<file path="src/rtl/dot_product_acc_if.sv">
// Operand/result bus of dot_product_acc: job start, operand valid/ready, result valid/ready.
interface dot_product_acc_if #(
  parameter int ACC_W = 24,
  parameter int LEN_W = 8
) ();
  logic             start;
  logic [LEN_W-1:0] len;
  logic             in_valid;
  logic             in_ready;
  logic [7:0]       a;
  logic [7:0]       b;
  logic             out_valid;
  logic             out_ready;
  logic [ACC_W-1:0] out_acc;
  logic             out_ovf;
  logic             busy;

  modport master (
    output start, len, in_valid, a, b, out_ready,
    input  in_ready, out_valid, out_acc, out_ovf, busy
  );

  modport slave (
    input  start, len, in_valid, a, b, out_ready,
    output in_ready, out_valid, out_acc, out_ovf, busy
  );
endinterface

</file>
<file path="src/rtl/dot_product_acc.sv">
// Unsigned 8-bit dot-product engine: operand reg -> wallace_tree -> product reg -> accumulator.
// Optional macro DPA_SAT_EN: saturate the accumulator on carry-out instead of wrapping.

module wallace_tree (
  input  logic [7:0]  a_i,
  input  logic [7:0]  b_i,
  output logic [15:0] product_o
);
  logic [7:0][15:0] pp;
  logic [15:0] s0, c0, s1, c1, s2, c2, s3, c3, s4, c4, s5, c5;

  for (genvar i = 0; i < 8; i++) begin : g_pp
    assign pp[i] = b_i[i] ? (16'(a_i) << i) : 16'd0;
  end

  // 3:2 carry-save compressor; upper carries drop since the true product fits in 16 bits
  function automatic logic [31:0] csa(input logic [15:0] x, input logic [15:0] y,
                                      input logic [15:0] z);
    logic [15:0] s;
    logic [15:0] c;
    s = x ^ y ^ z;
    c = ((x & y) | (x & z) | (y & z)) << 1;
    return {c, s};
  endfunction

  assign {c0, s0} = csa(pp[0], pp[1], pp[2]);
  assign {c1, s1} = csa(pp[3], pp[4], pp[5]);
  assign {c2, s2} = csa(s0, c0, s1);
  assign {c3, s3} = csa(c1, pp[6], pp[7]);
  assign {c4, s4} = csa(s2, c2, s3);
  assign {c5, s5} = csa(s4, c4, c3);
  assign product_o = s5 + c5;
endmodule

module dot_product_acc #(
  parameter int ACC_W = 24,
  parameter int LEN_W = 8
) (
  input logic              clk_i,
  input logic              rst_ni,
  dot_product_acc_if.slave bus
);
  typedef enum logic [1:0] {IDLE, RUN, DRAIN, DONE} state_e;

  state_e           state_q, state_d;
  logic [LEN_W-1:0] len_q, len_d;
  logic [LEN_W-1:0] cnt_q, cnt_d, cnt_inc;
  logic [ACC_W-1:0] acc_q, acc_d;
  logic             ovf_q, ovf_d;
  logic [1:0]       vld_pipe_q;  // [0]=operand stage P1, [1]=product stage P2
  logic [7:0]       op_a_q, op_b_q;
  logic [15:0]      prod_q, prod;
  logic [ACC_W:0]   sum;
  logic             in_ready, hs;

  wallace_tree u_mul (.a_i(op_a_q), .b_i(op_b_q), .product_o(prod));

  assign in_ready = (state_q == RUN) && (cnt_q < len_q);
  assign hs       = bus.in_valid & in_ready;
  assign cnt_inc  = cnt_q + LEN_W'(1);
  assign sum      = {1'b0, acc_q} + (ACC_W+1)'(prod_q);

  always_comb begin
    state_d = state_q;
    len_d   = len_q;
    cnt_d   = cnt_q;
    acc_d   = acc_q;
    ovf_d   = ovf_q;
    if (vld_pipe_q[1]) begin
      if (sum[ACC_W]) ovf_d = 1'b1;
`ifdef DPA_SAT_EN
      acc_d = sum[ACC_W] ? {ACC_W{1'b1}} : sum[ACC_W-1:0];
`else
      acc_d = sum[ACC_W-1:0];
`endif
    end
    unique case (state_q)
      IDLE: if (bus.start) begin
        acc_d = '0;
        ovf_d = 1'b0;
        cnt_d = '0;
        if (bus.len != '0) begin
          len_d   = bus.len;
          state_d = RUN;
        end else begin
          state_d = DONE;
        end
      end
      RUN: if (hs) begin
        cnt_d = cnt_inc;
        if (cnt_inc == len_q) state_d = DRAIN;
      end
      // An empty P1 means the last product is in P2 and lands in acc this edge
      DRAIN: if (!vld_pipe_q[0]) state_d = DONE;
      DONE:  if (bus.out_ready) state_d = IDLE;
      default: state_d = IDLE;
    endcase
  end

  always_ff @(posedge clk_i) begin
    if (!rst_ni) begin
      state_q    <= IDLE;
      len_q      <= '0;
      cnt_q      <= '0;
      acc_q      <= '0;
      ovf_q      <= 1'b0;
      vld_pipe_q <= '0;
      op_a_q     <= '0;
      op_b_q     <= '0;
      prod_q     <= '0;
    end else begin
      state_q    <= state_d;
      len_q      <= len_d;
      cnt_q      <= cnt_d;
      acc_q      <= acc_d;
      ovf_q      <= ovf_d;
      vld_pipe_q <= {vld_pipe_q[0], hs};
      if (hs) begin
        op_a_q <= bus.a;
        op_b_q <= bus.b;
      end
      if (vld_pipe_q[0]) prod_q <= prod;
    end
  end

  assign bus.in_ready  = in_ready;
  assign bus.out_valid = (state_q == DONE);
  assign bus.out_acc   = acc_q;
  assign bus.out_ovf   = ovf_q;
  assign bus.busy      = (state_q != IDLE);
endmodule

</file>
<file path="src/flat_wrapper.sv">
// flat-port wrapper written by rule: the top's interface ports become plain ports
module dot_product_acc_flat 
#(
  parameter int ACC_W = 24,
  parameter int LEN_W = 8
)
  (clk_i, rst_ni, bus_start, bus_len, bus_in_valid, bus_a, bus_b, bus_out_ready, bus_in_ready, bus_out_valid, bus_out_acc, bus_out_ovf, bus_busy);
  dot_product_acc_if #(.ACC_W(ACC_W), .LEN_W(LEN_W)) bus_i ();
  input logic clk_i;
  input logic rst_ni;
  input wire logic [$bits(bus_i.start)-1:0] bus_start;
  input wire logic [$bits(bus_i.len)-1:0] bus_len;
  input wire logic [$bits(bus_i.in_valid)-1:0] bus_in_valid;
  input wire logic [$bits(bus_i.a)-1:0] bus_a;
  input wire logic [$bits(bus_i.b)-1:0] bus_b;
  input wire logic [$bits(bus_i.out_ready)-1:0] bus_out_ready;
  output wire logic [$bits(bus_i.in_ready)-1:0] bus_in_ready;
  output wire logic [$bits(bus_i.out_valid)-1:0] bus_out_valid;
  output wire logic [$bits(bus_i.out_acc)-1:0] bus_out_acc;
  output wire logic [$bits(bus_i.out_ovf)-1:0] bus_out_ovf;
  output wire logic [$bits(bus_i.busy)-1:0] bus_busy;
  assign bus_i.start = bus_start;
  assign bus_i.len = bus_len;
  assign bus_i.in_valid = bus_in_valid;
  assign bus_i.a = bus_a;
  assign bus_i.b = bus_b;
  assign bus_i.out_ready = bus_out_ready;
  assign bus_in_ready = bus_i.in_ready;
  assign bus_out_valid = bus_i.out_valid;
  assign bus_out_acc = bus_i.out_acc;
  assign bus_out_ovf = bus_i.out_ovf;
  assign bus_busy = bus_i.busy;
  dot_product_acc #(.ACC_W(ACC_W), .LEN_W(LEN_W)) u_core (.clk_i(clk_i), .rst_ni(rst_ni), .bus(bus_i));
endmodule
</file>
<file path="config.mk">
export PLATFORM = sky130hd
export DESIGN_NAME = dot_product_acc_flat
export DESIGN_NICKNAME = d
export VERILOG_FILES = /design/src/rtl/dot_product_acc_if.sv /design/src/rtl/dot_product_acc.sv /design/src/flat_wrapper.sv
export SDC_FILE = /design/constraint.sdc
export NUM_CORES = 1
export LEC_CHECK = 0
export ABC_CLOCK_PERIOD_IN_PS = 11700
export CORE_MARGIN = 5
export CORE_UTILIZATION = 35
export CTS_BUF_LIST = sky130_fd_sc_hd__clkbuf_4 sky130_fd_sc_hd__clkbuf_8
export DETAILED_ROUTE_END_ITERATION = 6
export PLACE_DENSITY = 0.57
export SLEW_MARGIN = 15
export SYNTH_ARGS = -nofsm -noshare
export SYNTH_HDL_FRONTEND = slang
export SYNTH_SLANG_ARGS = --single-unit
</file>
<file path="constraint.sdc">
create_clock -name clk_i -period 11.7 [get_ports clk_i]
set_input_delay 2.34 -clock clk_i [delete_from_list [all_inputs] [get_ports clk_i]]
set_output_delay 2.34 -clock clk_i [all_outputs]
set_load 0.005 [all_outputs]
</file>
**Clock distribution**

(4 px per µm)
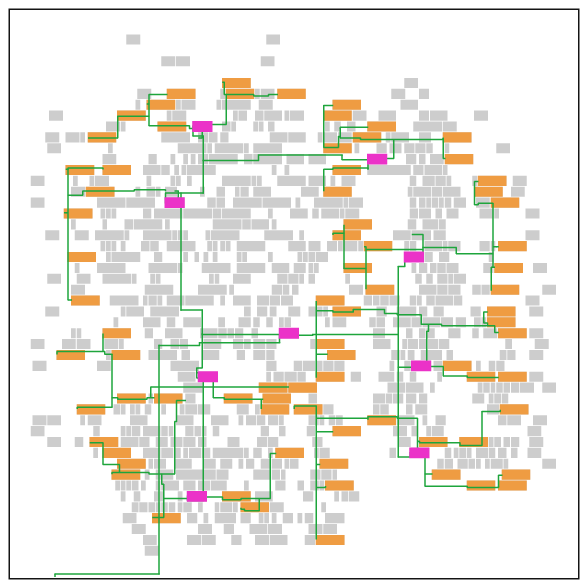
flip-flops: shown in orange, count 77. clock drivers: shown in magenta, count 9. clock wires: shown in green, length 1230 µm.
Position of the flops: all over the die. There are 10 routed clock nets.
clk latency late pin: 0.38 ns
clk_skew: 0.0132 ns
Clock power frac: 31.6%
Clk power: 0.000226 W

**Routing congestion map**

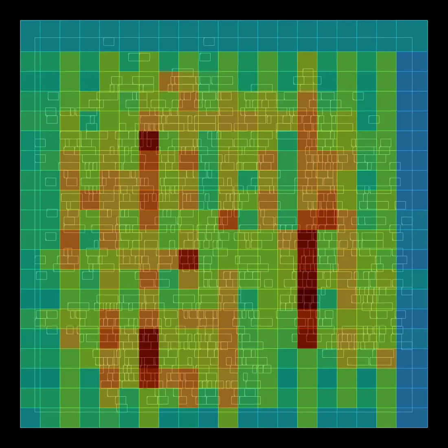
Tot GR Track Use: 13.9%
wire length per cell: 14.2 µm
GRT busiest layer: met2
GR Util met1: 19.1%
met3 usage: 2.59%

==> notes.md <==
run metrics: Slew Limit Fails 0, DRC viols 0, Reg-to-Reg End u_core.prod_q[15], FILL cells about 1700, width of the die 142 µm, hold slack a little under 0.5 ns, worst r2r path cells 14, worst-case clock buffer depth 2, Worst Hold Path EP u_core.prod_q[0], vias after detailed routing ~5000, Pwr Density approximately 100 nW/µm², hold crit path type flop to flop, Post-CTS Setup Repair Bufs 0, Post-DP HPWL 10600 µm, setup violators final 0, final-stage net count 860, cell type with the largest total area dfxtp_1, critical path, cell by cell ha_1 -> a221oi_1 -> a21oi_1 -> nor2_1 -> clkdlybuf4s50_1, Synth top area share 25.3%, logic area 4220 µm², Async S/R FF share, synth 0%, Worst Max-Slew Pin Slew 1.04 ns, Detailed Route Iter0 Violations 285, row count roughly 48, Synth Area per Inst ~8.7 µm², minimum clock period after layout about 4.6 ns, met3 WL ~630 µm, Dominant flop cell dfxtp_1, number of enable flip-flop cells 0, Max-cap violations 0, Rel. slew slack between 30% and 40%, Final period util 39.4%, hold path cells 2, cell family with most CP delay buffers and inverters, layout cells sized above 1 between 4 and 5%, largest net degree at the start of global routing ~41, Sink Count around 77, status complete, no violations, CP arrival around 2.3 ns, CTS hold repair buffers 0, Ports ~57, Layout area overhead 15.5%, # port buffers about 56, Mapped Cells ~700, CP Class flop to output port, Routed met2 length approximately 6000 µm, Storage cell area 1540 µm², Placer Congestion between 0.8 and 0.9, r2r setup slk 7.10 ns, Net Count, Synth ~830, Fin Setup TNS 0 ns, Comb power frac between 20% and 30%, Worst path max stage delay around 0.52 ns, die height ~140 µm, critical-path maximum fanout 7, Peak VDD IR between 60 and 70 µV, full die area approximately 20000 µm², antenna violations before repair 0, Cell Type Count 63, top sig layer met4, Seq cells post-synth 77, top cells by count dfxtp_1, nand2_1, nor2_1
**Power grid**

(3 px per µm) Pins as bars on the die edge.
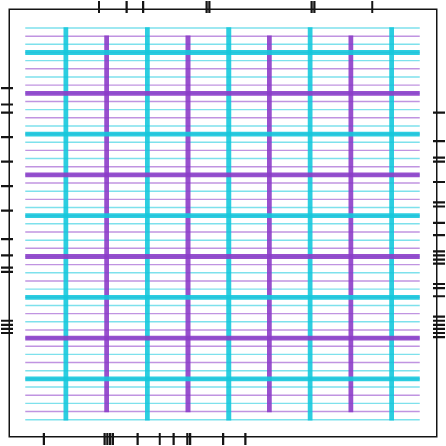
VSS: shown in cyan. VDD: shown in purple.
49 met1 rails follow the rows. 9 straps on met5. 57 signal pins sit on the boundary.

**Placed cells, one color a class**

(3 px per µm) Fill, decap, tap and diode cells in gray.
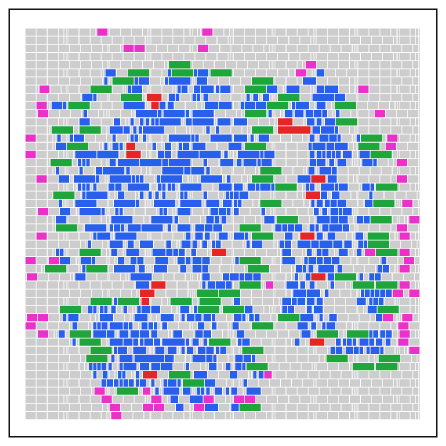
sequential cells: shown in green, cells 77, share of their area 23%. combinational and other logic: shown in blue, cells 590, share of their area 65%. remaining buffers and delay cells: shown in magenta, cells 59, share of their area 8.6%. clock drivers and dummy loads: shown in red, cells 16, share of their area 3.2%.
final instance area: 7040 µm²
Std-Cell Core Area: 17200 µm²

[metrics by stage]
step / instance area [µm²] / worst slack, ns / util (%) / power (W)
final: 7040 / 7.09 / 41.0 / 0.000715
after global routing: 7040 / 6.88 / 41.0 / 0.000754
after CTS: 7040 / 7.07 / 41.0 / 0.000722
after detailed placement: 6820 / 6.78 / 39.7 / 0.000496
after global placement: 6820 / 6.77 / 39.7 / 0.000490
after floorplan: 6100 / 7.28 / - / 0.000438
[layout by cell type (no fill, tap or decap), types with 4 or more instances in the layout]
cell type	netlist	routed
inv_1	53	53
o211ai_1	11	11
xor2_1	10	10
a21o_1	11	11
a211oi_1	13	13
nor2_1	67	67
nor4_1	5	5
nor2b_1	4	4
clkbuf_8	0	12
and2_1	30	30
and3_1	5	5
o21ai_0	22	22
mux2i_1	32	32
or4_1	7	7
a21oi_1	41	41
a31oi_1	4	4
xnor2_1	14	14
nand2b_1	6	6
nand4_1	10	10
ha_1	54	54
clkdlybuf4s50_1	0	56
or3_1	10	10
nand3b_1	8	8
nor3_1	6	6
nand2_1	67	67
fa_1	40	40
nand3_1	12	12
dfxtp_1	77	77
[power by group through the flow]
stage	Clock, W	Sequential (W)	Combinational [W]
after global routing	0.000241	0.000311	0.000202
after floorplan	0	0.000295	0.000143
final	0.000226	0.000306	0.000183
after global placement	0	0.000312	0.000178
after CTS	0.000232	0.000307	0.000184
after detailed placement	0	0.000313	0.000183
[cells by family (layout without fill, tap and decap cells)]
logic type,after synthesis,in the layout,synth area share (%)
adders and majority gates,94,94,24.2
muxes,32,32,5.25
AOI/OAI and AO/OA,137,137,15.3
and+or+nand+nor,250,250,20.9
xor gates and xnor gates,24,24,3.45
buffers and inverters,89,128,5.56
DFF,77,77,25.3
[worst max path at each step]
stage                     startpoint  slack [ns]                     end  cells past startpoint
finish               u_core.cnt_q[5]        7.09            bus_in_ready                      5
global route        u_core.op_a_q[4]        6.88       u_core.prod_q[15]                     14
global placement              rst_ni        6.77  u_core.bus.out_acc[23]                      4
detailed placement            rst_ni        6.78  u_core.bus.out_acc[23]                      4
CTS                  u_core.cnt_q[3]        7.07            bus_in_ready                      5
floorplan           u_core.op_b_q[0]        7.28       u_core.prod_q[15]                     15
[state kept, by name (all words and copies together) (netlist names)]
name                count
u_core.vld_pipe_q       2
u_core.bus.out_acc     24
u_core.bus.out_ovf      1
u_core.prod_q          16
u_core.op_b_q           8
u_core.cnt_q            8
u_core.state_q          2
u_core.op_a_q           8
u_core.len_q            8
[area by class of cell]
cell class | count | area share (%)
Tap cell | 225 | 4.00
Multi-Input combinational cell | 537 | 59.9
Sequential cell | 77 | 21.9
Clock buffer | 12 | 2.35
Timing Repair Buffer | 59 | 8.28
Clock inverter | 4 | 0.764
Inverter | 53 | 2.83
[worst reg2reg max path: stages, from the launching register on]
cell and delay, ns:
dfxtp_1 0.51, nand2_1 0.13, fa_1 0.50, fa_1 0.54, inv_1 0.05, fa_1 0.47, ha_1 0.30, ha_1 0.20
fa_1 0.43, a211o_1 0.35, a211oi_1 0.25, o21bai_1 0.13, a221oi_1 0.35, xnor2_1 0.12, a22o_1 0.18
Power figures rest on the tool's default switching activity, not on a simulated workload.
